--- src/rtl/jt900h_idx_ctl.sv ---
// jt900h_idx_ctl -- indexed-addressing controller.
// Resolves one effective address per request: latches the request, collects
// up to two displacement bytes from the opcode stream, reads the register
// file for one CALC cycle (firing a post-increment or pre-decrement strobe
// where the mode asks for it), then reports ea/err with a one-cycle done.
// Optional feature macro: JT900H_IDXCTL_OFFSET_EN enables mode 5 (R+r16);
// without it mode 5 is reported as an illegal request.
module jt900h_idx_ctl (
  input  logic        clk,
  input  logic        rst,
  input  logic        cen,
  input  logic        start,
  input  logic [2:0]  mode,
  input  logic [7:0]  base_sel,
  input  logic [7:0]  off_sel,
  input  logic [1:0]  size,
  input  logic [7:0]  op_byte,
  input  logic        op_valid,
  output logic        op_ack,
  output logic [7:0]  idx_rdreg_sel,
  output logic [7:0]  idx_rdreg_aux,
  output logic [1:0]  reg_step,
  output logic        reg_inc,
  output logic        reg_dec,
  input  logic [31:0] src_out,
  input  logic [31:0] dst_out,
  output logic        busy,
  output logic        done,
  output logic [23:0] ea,
  output logic        err
);

  typedef enum logic [2:0] {
    IDLE  = 3'd0,
    DISP0 = 3'd1,
    DISP1 = 3'd2,
    CALC  = 3'd3,
    DONE  = 3'd4
  } state_t;

  state_t      state_q;
  logic [2:0]  mode_q;
  logic [7:0]  base_q;
  logic [7:0]  off_q;
  logic [1:0]  size_q;
  logic [15:0] disp_q;
  logic        busy_q;
  logic        done_q;
  logic        err_q;
  logic [23:0] ea_q;

  logic        in_calc;
  logic        in_disp;
  logic        err_cond;
  logic        use_off;
  logic [23:0] ea_d;
  logic        unused_bits;

  // Illegal requests: reserved modes, byte/word/long step with size code 3,
  // and mode 5 when the offset-register feature is not built in.
  function automatic logic is_err(input logic [2:0] md, input logic [1:0] sz);
    logic e;
    e = (md == 3'd6) || (md == 3'd7) ||
        ((sz == 2'd3) && ((md == 3'd3) || (md == 3'd4)));
`ifndef JT900H_IDXCTL_OFFSET_EN
    e = e || (md == 3'd5);
`endif
    return e;
  endfunction

  // Address arithmetic, modulo 2^24: base register plus a sign-extended
  // offset picked by the mode. Mode 3 takes the already-decremented port 1.
  function automatic logic [23:0] calc_ea(input logic [2:0]  md,
                                          input logic [23:0] src,
                                          input logic [23:0] dst,
                                          input logic [15:0] disp);
    logic signed [23:0] base_s;
    logic signed [23:0] off_s;
    base_s = (md == 3'd3) ? $signed(dst) : $signed(src);
    case (md)
      3'd1:    off_s = $signed({{16{disp[7]}}, disp[7:0]});
      3'd2:    off_s = $signed({{8{disp[15]}}, disp});
`ifdef JT900H_IDXCTL_OFFSET_EN
      3'd5:    off_s = $signed({{8{dst[15]}}, dst[15:0]});
`endif
      default: off_s = '0;
    endcase
    return base_s + off_s;
  endfunction

  assign in_calc  = (state_q == CALC);
  assign in_disp  = (state_q == DISP0) || (state_q == DISP1);
  assign err_cond = is_err(mode_q, size_q);
  assign ea_d     = err_cond ? 24'd0 : calc_ea(mode_q, src_out[23:0], dst_out[23:0], disp_q);

`ifdef JT900H_IDXCTL_OFFSET_EN
  assign use_off     = (mode_q == 3'd5);
  assign unused_bits = ^{src_out[31:24], dst_out[31:24]};
`else
  assign use_off     = 1'b0;
  assign unused_bits = ^{src_out[31:24], dst_out[31:24], off_q};
`endif

  // Handshake and register-file strobes are gated by cen and by reset so an
  // aborted request never consumes a byte or writes back a pointer.
  assign op_ack  = rst & cen & op_valid & in_disp;
  assign reg_dec = rst & cen & in_calc & (mode_q == 3'd3) & ~err_cond;
  assign reg_inc = rst & cen & in_calc & (mode_q == 3'd4) & ~err_cond;

  assign idx_rdreg_sel = in_calc ? base_q : 8'd0;
  assign idx_rdreg_aux = in_calc ? (use_off ? off_q : base_q) : 8'd0;
  assign reg_step      = size_q;
  assign busy          = busy_q;
  assign done          = done_q;
  assign ea            = ea_q;
  assign err           = err_q;

  // Request FSM with its latched request fields and registered results.
  always_ff @(posedge clk) begin
    if (!rst) begin
      state_q <= IDLE;
      mode_q  <= '0;
      base_q  <= '0;
      off_q   <= '0;
      size_q  <= '0;
      disp_q  <= '0;
      busy_q  <= 1'b0;
      done_q  <= 1'b0;
      err_q   <= 1'b0;
      ea_q    <= '0;
    end else if (cen) begin
      case (state_q)
        IDLE: begin
          if (start) begin
            mode_q  <= mode;
            base_q  <= base_sel;
            off_q   <= off_sel;
            size_q  <= size;
            disp_q  <= '0;
            busy_q  <= 1'b1;
            state_q <= ((mode == 3'd1) || (mode == 3'd2)) ? DISP0 : CALC;
          end
        end
        DISP0: begin
          if (op_valid) begin
            disp_q[7:0] <= op_byte;
            state_q     <= (mode_q == 3'd2) ? DISP1 : CALC;
          end
        end
        DISP1: begin
          if (op_valid) begin
            disp_q[15:8] <= op_byte;
            state_q      <= CALC;
          end
        end
        CALC: begin
          ea_q    <= ea_d;
          err_q   <= err_cond;
          done_q  <= 1'b1;
          state_q <= DONE;
        end
        DONE: begin
          done_q  <= 1'b0;
          busy_q  <= 1'b0;
          state_q <= IDLE;
        end
        default: state_q <= IDLE;
      endcase
    end
  end

endmodule

--- config.mk ---
export PLATFORM = sky130hd
export DESIGN_NAME = jt900h_idx_ctl
export DESIGN_NICKNAME = d
export VERILOG_FILES = /design/src/rtl/jt900h_idx_ctl.sv
export SDC_FILE = /design/constraint.sdc
export NUM_CORES = 1
export LEC_CHECK = 0
export CAP_MARGIN = 10
export CORE_MARGIN = 4
export CORE_UTILIZATION = 50
export CTS_BUF_LIST = sky130_fd_sc_hd__clkbuf_2
export DETAILED_ROUTE_END_ITERATION = 12
export GPL_ROUTABILITY_DRIVEN = 0
export PLACE_DENSITY = 0.89
export SYNTH_ARGS = -nofsm -noshare
export SYNTH_HDL_FRONTEND = slang
export SYNTH_SLANG_ARGS = --single-unit
--- constraint.sdc ---
create_clock -name clk -period 6.7 [get_ports clk]
set_input_delay 2.01 -clock clk [delete_from_list [all_inputs] [get_ports clk]]
set_output_delay 2.01 -clock clk [all_outputs]
set_load 0.01 [all_outputs]
run_1/congestion_map.png
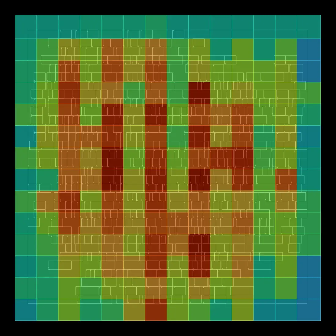
Routed WL per cell: 15.3 µm
met1 Resource Use GR: 0.268

run_1/clock_wires.png
Scale: 6 px per µm.
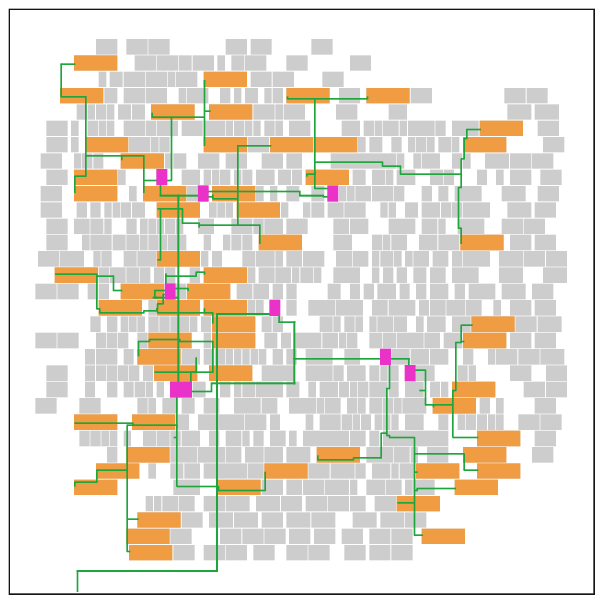
[green] clock wires | length: 740 µm
[magenta] clock-net drivers | count: 9
[orange] flip-flops | count: 59
flops lie	widely spread
routed clock nets	10

==> flow_summary.json, run 1 <==
{
  "slew-limit-headroom": 0.281,
  "timing.hold.ws_ns": 0.462,
  "cells_after_synth": 510,
  "topRoutingLayerUsed": "met4",
  "final_layout_top_logic_cell": "clkdlybuf4s50_1",
  "fmax_mhz": 171,
  "synthTopCellsByArea": "dfxtp_1 30%, nand2_1 8.3%, a21oi_1 8.2%",
  "grtUsageTotal": 0.229,
  "pin_count_of_the_biggest_net_entering_global_routing": 47,
  "run_status": "complete, no violations",
  "core_util_floorplan": 0.515,
  "post_dp_cell_area_um2": 5160,
  "layout_setup_ws_ns": 0.863,
  "place.port_buffers": 121,
  "timing.critical_path.from_type": "input port",
  "max_cap_violations": 0,
  "netlist.area_leader.share": 0.297,
  "max-clock-path-buffers": 2,
  "mapped_cell_area_um2": 3980,
  "ys_seq_share": 0.297,
  "floorplan.die_area_um2": 9460,
  "pin_count": 146,
  "synth_stat.cells": 510,
  "gr-usage-met2": 0.408,
  "period_needed_ns": 5.84,
  "tritoncts.num_buffers": 9,
  "tightestPinTransition_ns": 1.08,
  "dominantRegCellSynth": "dfxtp_1",
  "report.final.hold_viol_count": 0,
  "grt_remaining_overflow": 0,
  "tritoncts_num_sinks": 59,
  "report.power.total_mw": 0.771,
  "gr-max-usage-layer": "met2",
  "final_layout_top_logic_cells": "121 x clkdlybuf4s50_1, 88 x nand2_1, 65 x a21oi_1",
  "power_density_nw_per_um2": 146,
  "ff2ff_path_depth": 11,
  "tritoncts": "yes",
  "layout.nets": 731,
  "numPlacedInstances": 700,
  "worst_ep_arrival_ns": 3.83,
  "dr.pass1.iters": 5,
  "worst-path-max-fanout": 12,
  "fin_cells": 716,
  "met3_routed_wirelength_um": 728
}
run_1/class_map.png
Scale: 4 px per µm. Fill, decap, tap and diode cells in grey.
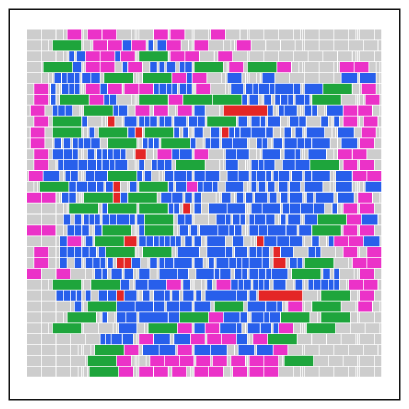
colour	class	cells	share of their area
blue	remaining logic cells	417	51%
red	clock drivers and dummy loads	16	2.7%
magenta	remaining buffers and delay cells	122	24%
green	sequential cells	59	23%
area of the core: 7730 µm²
Finished Core Util: 0.686
Final Cell Area: 5300 µm²
number of core rows: 32

run_1/ff_map.png
Scale: 4 px per µm.
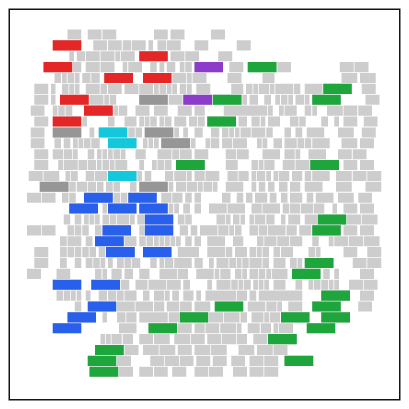
colour	signal	placed flops
cyan	state_q	3
purple	reg_step	2
blue	disp_q	16
red	base_q	8
green	ea	24

[run 1: kinds of logic (layout without fill, tap and decap cells)]
logic type      count (synthesis)  in the layout  share of synthesized area
xor+xnor                       18             18                     0.0396
buf+inv                        40            144                     0.0484
simple gates                  197            197                      0.232
fa+ha+maj                      24             24                     0.0773
compound gates                146            146                      0.233
mux                            26             26                     0.0726
flops                          59             59                      0.297
[run 1: registers in the layout, summed over array words and instances, names as in the netlist]
register,flops
ea,24
disp_q,16
base_q,8
mode_q,3
state_q,3
reg_step,2
busy,1
done,1
err,1
[run 1: cell usage after synthesis, drive strengths merged (4+ instances only)]
cell type / n
o31ai: 4
dfxtp: 59
mux2: 23
and3: 4
ha: 23
or3: 6
buf: 15
nor3: 5
o21ai: 24
and2: 19
a21o: 4
a211oi: 5
nand2: 88
xor2: 7
clkbuf: 19
a22oi: 10
nand3: 22
o211ai: 6
inv: 6
a21boi: 4
xnor2: 11
a21oi: 66
nor2: 30
[run 1: power by group]
group          switching (mW)  leakage (nW)  internal, mW
Combinational          0.0664          1.40        0.0735
Sequential            0.00873         0.477         0.360
Clock                   0.137        0.0821         0.126
Total                   0.212          1.96         0.559
[run 1: cell type report]
| cell class | instances | area [µm²] | share of cell area |
|---|---|---|---|
| Clock buffer | 10 | 50.0 | 0.00945 |
| Inverter | 6 | 22.5 | 0.00425 |
| Sequential cell | 59 | 1180 | 0.223 |
| Clock inverter | 6 | 90.1 | 0.0170 |
| Multi-Input combinational cell | 411 | 2610 | 0.492 |
| Timing Repair Buffer | 122 | 1220 | 0.230 |
| Tap cell | 102 | 128 | 0.0241 |
[run 1: worst max-delay path, cell delays in order]
cell and delay, ns:
clkdlybuf4s50_1 0.69, nand3_1 0.23, nor4b_1 0.28, clkdlybuf4s50_1 0.61
run_1/floorplan.png
Scale: 4 px per µm. Pins as bars on the die edge.
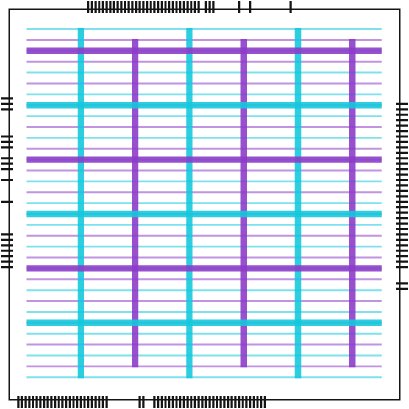

## Run 2: what changed since run 1
Settings changed: CORE_ASPECT_RATIO set to 0.6, CORE_UTILIZATION 50 to 48, PLACE_DENSITY 0.89 to 0.85.
run_2/floorplan.png
Scale: 3 px per µm. Pins as bars on the die edge.
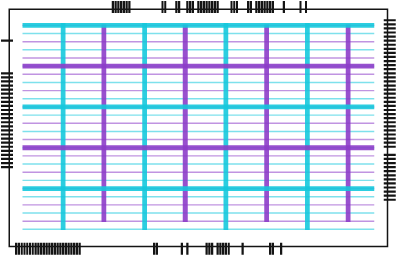
colour	net
cyan	VSS
purple	VDD
met5 straps	5
met4 straps	8
met1 rails	26
signal pins	146
rows	25
IR Drop Worst-Case VDD: 77.7 µV
area of the core: 7980 µm²
Die H: 78.6 µm
horizontal die dimension: 126 µm

run_2/ff_map.png
Scale: 4 px per µm.
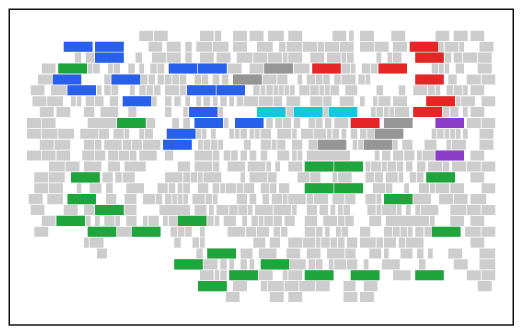
colour	signal	placed flops
red	base_q	8
blue	disp_q	16
cyan	state_q	3
purple	reg_step	2
green	ea	24
total sequential power: 0.369 mW
Finished Core Util: 0.664

==> flow_summary.json, run 2 <==
{
  "run_status": "complete, no violations",
  "synthTopCellsByCount": "88 x nand2_1, 65 x a21oi_1, 59 x dfxtp_1",
  "period_needed_ns": 6.01,
  "synthTopCellsByArea": "dfxtp_1 30%, nand2_1 8.3%, a21oi_1 8.2%",
  "dr.pass1.iters": 5,
  "dominantRegCellSynth": "dfxtp_1",
  "layout.nets": 731,
  "max_cap_violations": 0,
  "report.final.hold_viol_count": 0,
  "final_layout_top_logic_cell": "clkdlybuf4s50_1",
  "worstHoldEndpoint": "base_q[3]$_SDFFE_PN0P_",
  "mapped_cell_area_um2": 3980,
  "grtUsageTotal": 0.240,
  "netlist.area_leader.share": 0.297,
  "crit_chain": "clkdlybuf4s50_1 > nand3_1 > nor4b_1 > clkdlybuf4s50_1",
  "timing.critical_path.slowest_stage_cell": "clkdlybuf4s50_1",
  "final_layout_top_logic_cells": "121 x clkdlybuf4s50_1, 88 x nand2_1, 65 x a21oi_1",
  "worst_path_most_repeated_cell": "clkdlybuf4s50_1",
  "min_delay_path_depth": 2,
  "tightestPinTransition_ns": 1.17,
  "largest_register_ffs": 24,
  "row_count": 25,
  "worst_ep_arrival_ns": 4.00,
  "pin_count": 146,
  "place.port_buffers": 121,
  "pin_count_of_the_biggest_net_entering_global_routing": 47,
  "tritoncts_num_sinks": 59,
  "timing.hold.ws_ns": 0.462,
  "grt_remaining_overflow": 0,
  "detail_route.wl_per_cell_um": 16.6,
  "core_util_floorplan": 0.499,
  "synth_stat.cells": 510,
  "synthMostInstantiatedCell": "nand2_1",
  "fmax_mhz": 166,
  "timing.critical_path.from_type": "input port",
  "ff2ff_path_depth": 11,
  "topRoutingLayerUsed": "met4",
  "synthDistinctLibCells": 62,
  "tritoncts": "yes",
  "min_path_type": "register to register",
  "slew-limit-headroom": 0.223,
  "floorplan.die_area_um2": 9870,
  "max-clock-path-buffers": 2,
  "met3_routed_wirelength_mm": 1.19,
  "layout_setup_ws_ns": 0.688,
  "power_density_nw_per_um2": 146,
  "worst-path-max-fanout": 12,
  "cells_after_synth": 510
}
## run 2: netlist changes by cell type in the layout (fill, tap and decap cells not counted), sizes merged
cell / change
clkinv: -1
clkbuf: +1
## run 2: worst max-delay path: cells and delay by family
| kind | cells | cell delay (ns) |
|---|---|---|
| AND/OR/NAND/NOR | 2 | 0.65 |
| buffers and inverters | 2 | 1.34 |
## run 2: logic make-up (layout without fill, tap and decap cells)
group,Yosys count,in the layout,synth area share
compound gates,146,146,0.233
xor+xnor,18,18,0.0396
fa+ha+maj,24,24,0.0773
buf+inv,40,144,0.0484
flops,59,59,0.297
mux,26,26,0.0726
simple gates,197,197,0.232
## run 2: report_power, final
group          switching, mW  total [mW]  internal (mW)  leakage, nW
clock                  0.138       0.264          0.125       0.0819
sequential           0.00885       0.369          0.360        0.477
combinational         0.0697       0.143         0.0736         1.40
## run 2: layer usage
layer | GRT usage | vias to the layer above
met1 | 0.310 | 1970
met5 | 0 | -
met2 | 0.382 | 211
li1 | - | 2028
met3 | 0.0836 | 22
met4 | 0.0649 | 0
## run 2: through the flow
| stage | power, mW | cells | cell area [µm²] |
|---|---|---|---|
| detailed placement | 0.517 | 706 | 5170 |
| global placement | 0.512 | 706 | 5170 |
| CTS | 0.779 | 722 | 5300 |
| floorplan | 0.449 | 510 | 3980 |
| global route | 0.812 | 722 | 5300 |
| finish | 0.776 | 722 | 5300 |
## run 2: cell type report
| type | instances | area, µm² | area share |
|---|---|---|---|
| clock buffers | 11 | 55.1 | 0.0104 |
| clock inverters | 5 | 77.6 | 0.0146 |
| inverters | 6 | 22.5 | 0.00425 |
| multi-input cells | 411 | 2610 | 0.492 |
| flip-flops and latches | 59 | 1180 | 0.223 |
| well taps | 108 | 135 | 0.0255 |
| repair buffers | 122 | 1220 | 0.230 |
Power and IR drop assume default switching activity.
